==> src/rtl/bool_sweep.sv <==
// Exhaustive sweep of an N-variable input space comparing an unsimplified boolean
// expression against its simplified form, with mismatch counting and first-hit capture.
module bool_sweep #(
  parameter int N       = 3,
  parameter int LOOP_EN = 0
) (
  input  logic         clk,
  input  logic         reset,
  input  logic         start,
  input  logic         abort,
  input  logic         mode,
  input  logic         flt_en,
  input  logic [N-1:0] flt_code,
  output logic [N-1:0] vec,
  output logic         s1,
  output logic         s2,
  output logic         valid,
  output logic         busy,
  output logic         done,
  output logic [N:0]   mism_cnt,
  output logic [N-1:0] first_mism,
  output logic         first_vld
);

  typedef enum logic [1:0] {
    IDLE = 2'd0,
    RUN  = 2'd1,
    DONE = 2'd2
  } state_t;

  localparam logic [N-1:0] VEC_MAX = {N{1'b1}};
  localparam logic [N-1:0] VEC_ONE = {{(N-1){1'b0}}, 1'b1};
  localparam logic [N:0]   CNT_MAX = {(N+1){1'b1}};
  localparam logic [N:0]   CNT_ONE = {{N{1'b0}}, 1'b1};

  state_t       state_reg, state_next;
  logic [N-1:0] vec_reg, vec_next;
  logic [N:0]   mism_cnt_reg, mism_cnt_next;
  logic [N-1:0] first_mism_reg, first_mism_next;
  logic         first_vld_reg, first_vld_next;

  logic x, y, mism, loop_mode, at_last;

  assign x = vec_reg[N-1];
  assign y = vec_reg[N-2];

  // Both forms are evaluated on every vec; only RUN cycles are counted.
  assign s1 = x & ~(~x | y);
  assign s2 = (x & ~y) ^ (flt_en & (vec_reg == flt_code));

  assign mism      = (s1 != s2);
  assign loop_mode = (LOOP_EN != 0) & mode;
  assign at_last   = (vec_reg == VEC_MAX);

  assign valid      = (state_reg == RUN);
  assign busy       = (state_reg == RUN);
  assign done       = (state_reg == DONE);
  assign vec        = vec_reg;
  assign mism_cnt   = mism_cnt_reg;
  assign first_mism = first_mism_reg;
  assign first_vld  = first_vld_reg;

  always_ff @(posedge clk) begin
    if (reset) begin
      state_reg      <= IDLE;
      vec_reg        <= '0;
      mism_cnt_reg   <= '0;
      first_mism_reg <= '0;
      first_vld_reg  <= 1'b0;
    end else begin
      state_reg      <= state_next;
      vec_reg        <= vec_next;
      mism_cnt_reg   <= mism_cnt_next;
      first_mism_reg <= first_mism_next;
      first_vld_reg  <= first_vld_next;
    end
  end

  always_comb begin
    state_next      = state_reg;
    vec_next        = vec_reg;
    mism_cnt_next   = mism_cnt_reg;
    first_mism_next = first_mism_reg;
    first_vld_next  = first_vld_reg;

    case (state_reg)
      IDLE, DONE: begin
        if (start) begin
          state_next      = RUN;
          vec_next        = '0;
          mism_cnt_next   = '0;
          first_mism_next = '0;
          first_vld_next  = 1'b0;
        end
      end

      RUN: begin
        // The current sample is scored even when abort ends the sweep here.
        if (mism) begin
          if (mism_cnt_reg != CNT_MAX) begin
            mism_cnt_next = mism_cnt_reg + CNT_ONE;
          end
          if (!first_vld_reg) begin
            first_mism_next = vec_reg;
            first_vld_next  = 1'b1;
          end
        end

        if (abort) begin
          state_next = IDLE;
        end else if (at_last) begin
          if (loop_mode) begin
            vec_next = '0;
          end else begin
            state_next = DONE;
          end
        end else begin
          vec_next = vec_reg + VEC_ONE;
        end
      end

      default: begin
        state_next = IDLE;
      end
    endcase
  end

endmodule

==> config.mk <==
export PLATFORM = sky130hd
export DESIGN_NAME = bool_sweep
export DESIGN_NICKNAME = d
export VERILOG_FILES = /design/src/rtl/bool_sweep.sv
export SDC_FILE = /design/constraint.sdc
export NUM_CORES = 1
export LEC_CHECK = 0
export CAP_MARGIN = 0
export CORE_MARGIN = 2
export CORE_UTILIZATION = 45
export DETAILED_ROUTE_END_ITERATION = 8
export PLACE_DENSITY_LB_ADDON = 0.05
export SLEW_MARGIN = 20
export SYNTH_ARGS = -nofsm -noshare
export SYNTH_HDL_FRONTEND = slang
export SYNTH_SLANG_ARGS = --single-unit
==> constraint.sdc <==
create_clock -name clk -period 2.6 [get_ports clk]
set_input_delay 0.52 -clock clk [delete_from_list [all_inputs] [get_ports clk]]
set_output_delay 0.52 -clock clk [all_outputs]
set_load 0.1 [all_outputs]
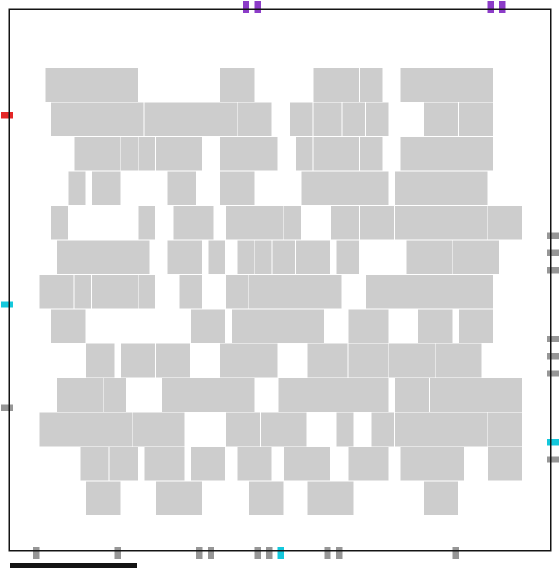
**Above:** run 1 (ports around the boundary).
The bar under the picture is 10 µm long. Pins as bars across the die edge, other pins in grey.
Key: vec = cyan [pins 3, direction output, edge 1 west, 1 east, 1 south]; mism_cnt = purple [pins 4, direction output, edge north]; clk = red [pins 1, direction input, edge west]
All pins by edge: 10 south, 8 east, 4 north, 3 west.

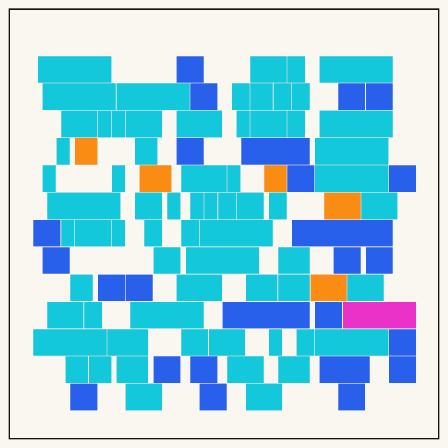
**Above:** run 1 (cell sizes after repair).
Key: _2 cells = orange [cells 5]; _0 and _1 cells = cyan [cells 67]; _6 and larger = magenta [cells 1]; _3 and _4 cells = blue [cells 25]

==> flow_summary.json, run 1 <==
{
  "vdd_ir_drop_max_mv": 0.288,
  "grt_start_max_net_pins": 12,
  "clk_latency_ns": 0.28,
  "slowest_stage": "clkdlybuf4s50_1",
  "drive_above_1_share_pct": 31.6,
  "simple_gate_share_pct": 32.0,
  "fin_nets": 111,
  "largest_area_cell": "dfxtp_1",
  "netlist_area_um2": 672,
  "reg2reg_to": "first_mism[2]",
  "holdBufCountCts": 0,
  "design_area_um2": 960,
  "ant_nets": 0,
  "status": "complete, no violations",
  "sh_seq_area_pct": 27.1,
  "hold_violations": 0,
  "synth.comb.largest_family": "simple AND/OR/NAND/NOR gates",
  "warnings": 28,
  "leakage_nw": 0.426,
  "seqPwrFrac_pct": 50.2,
  "routabilityCongestion": 0.785,
  "num_vias": 604,
  "nClkBuffers": 4,
  "top_cells_by_count": "dfxtp_1 (13), a21oi_1 (6), nor2_1 (6)",
  "gr-total-overflow": 0,
  "setup_ws_ns": 0.182,
  "area_growth_pct": 42.8,
  "io_buffers": 23,
  "critical_path_class": "in2out",
  "power_leader": "registers",
  "seq_area_um2": 260,
  "whs_ns": 0.487,
  "clock_area_share_pct": 2.74
}
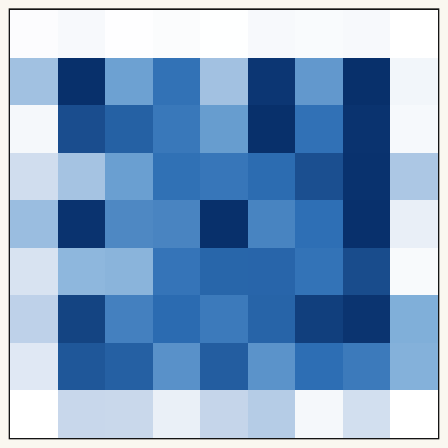
**Above:** run 1 (placement density heat map).
The die is cut into 9 by 9 equal tiles; white is low, dark blue is high, 0 to 100% covered.
31% of the tiles are over 75% full. The densest ninth of the die: centre. The fullest tile reaches 100%. 8.6% of the tiles are nearly empty. The mean over all tiles is 52%.

--- run 2 (diff from run 1) ---
==> constraint.sdc (replaced) <==
create_clock -name clk -period 2.95 [get_ports clk]
set_input_delay 0.59 -clock clk [delete_from_list [all_inputs] [get_ports clk]]
set_output_delay 0.59 -clock clk [all_outputs]
set_load 0.1 [all_outputs]
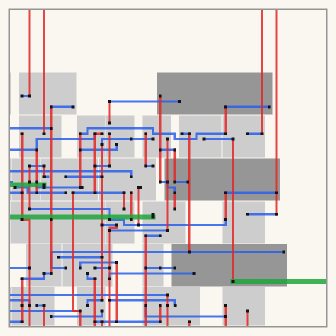
**Above:** run 2 (layout detail).
Region (22, 22) to (42, 42) µm. Cells in grey, sequential cells in the stronger grey; small squares are vias.
Key: metal 3 = green; metal 1 = blue; metal 2 = red
Sequential cells in the window: 3. Netlist names of flops here include mism_cnt (2), first_mism (1). Most frequent: buf_4 (5), dfxtp_1 (3). 24 logic cells have their middle in the window.

==> run 2 against run 1 <==
  * Final cell count fell by 1.8%
  * First-iteration DRC count rose by 33%
  * Wire length down 4.5%
  * Cell area down 1.8%
  * Via count shrank 2.3%
  * Non-clock buffer count fell by 2
  * Global-route usage shrank 2.4 points
  * Clock power decreased by 16%
  * Register-to-register slack improved by 0.18 ns
  * Total power shrank 14%
  * Clock skew rose by 0.00079 ns
  * Clock-buffer cell count did not move
  * Critical endpoint unchanged
  * Largest power group unchanged
  * Highest routed layer unchanged
==> flow_summary.json, run 2 <==
{
  "area_growth_pct": 40.2,
  "whs_ns": 0.490,
  "cp_cell_sequence": "clkdlybuf4s50_1 > xor2_1 > nor2_1 > nand3_1 > xnor2_4 > buf_12",
  "critical_path.startpoint": "flt_code[2]",
  "clk_latency_ns": 0.27,
  "hold_violations": 0,
  "simple_gate_share_pct": 32.0,
  "fa_ha_area_share_pct": 5.59,
  "crit_cells": 6,
  "design_area_um2": 942,
  "r2r_start": "vec[1]",
  "netlist_area_um2": 672,
  "vdd_ir_drop_max_mv": 0.413,
  "seqPwrFrac_pct": 51.2,
  "yosys_warnings": 0,
  "grt_start_max_net_pins": 13,
  "clock_area_share_pct": 2.79,
  "holdBufCountCts": 0,
  "reg2reg_to": "vec[0]",
  "netlist_instances": 70,
  "slowest_stage": "clkdlybuf4s50_1",
  "seq_area_um2": 260,
  "routabilityCongestion": 0.781,
  "num_vias": 590,
  "critical_path_class": "in2out",
  "htreeDepth": 1,
  "fin_nets": 109,
  "cp-start-kind": "input port",
  "clk_pin_slew_ns": 0.07,
  "top_cells_by_area": "dfxtp_1 (39%), ha_1 (5.6%), a21oi_1 (4.5%)",
  "synth.comb.largest_family": "simple AND/OR/NAND/NOR gates",
  "top_cells_by_count": "dfxtp_1 (13), a21oi_1 (6), nor2_1 (6)",
  "warnings": 27,
  "drive_above_1_share_pct": 29.2,
  "mostFrequentLayoutCell": "buf_4",
  "status": "complete, no violations",
  "met2_usage_pct": 24.8,
  "nClkBuffers": 4,
  "setup_ws_ns": 0.399,
  "ant_nets": 0,
  "path_buffers": 2,
  "leakage_nw": 0.416,
  "layout_top_cells": "buf_4 (16), dfxtp_1 (13), clkdlybuf4s50_1 (7)",
  "ios": 25,
  "sh_seq_area_pct": 27.6,
  "power_leader": "registers",
  "setup_viol": 0,
  "gr-total-overflow": 0,
  "largest_area_cell": "dfxtp_1"
}
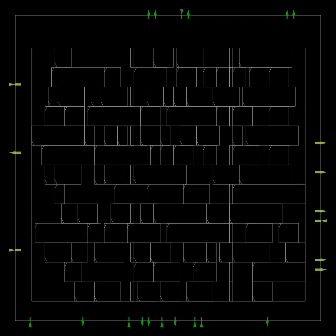
**Above:** run 2 (cell placement).
core area: 0.00135 mm²
Flop Count: 13
Finished Layout Cells: 111
Layout Utilization: 69.8%
fillcell total: 112

Power figures rest on the tool's default switching activity, not on a simulated workload.
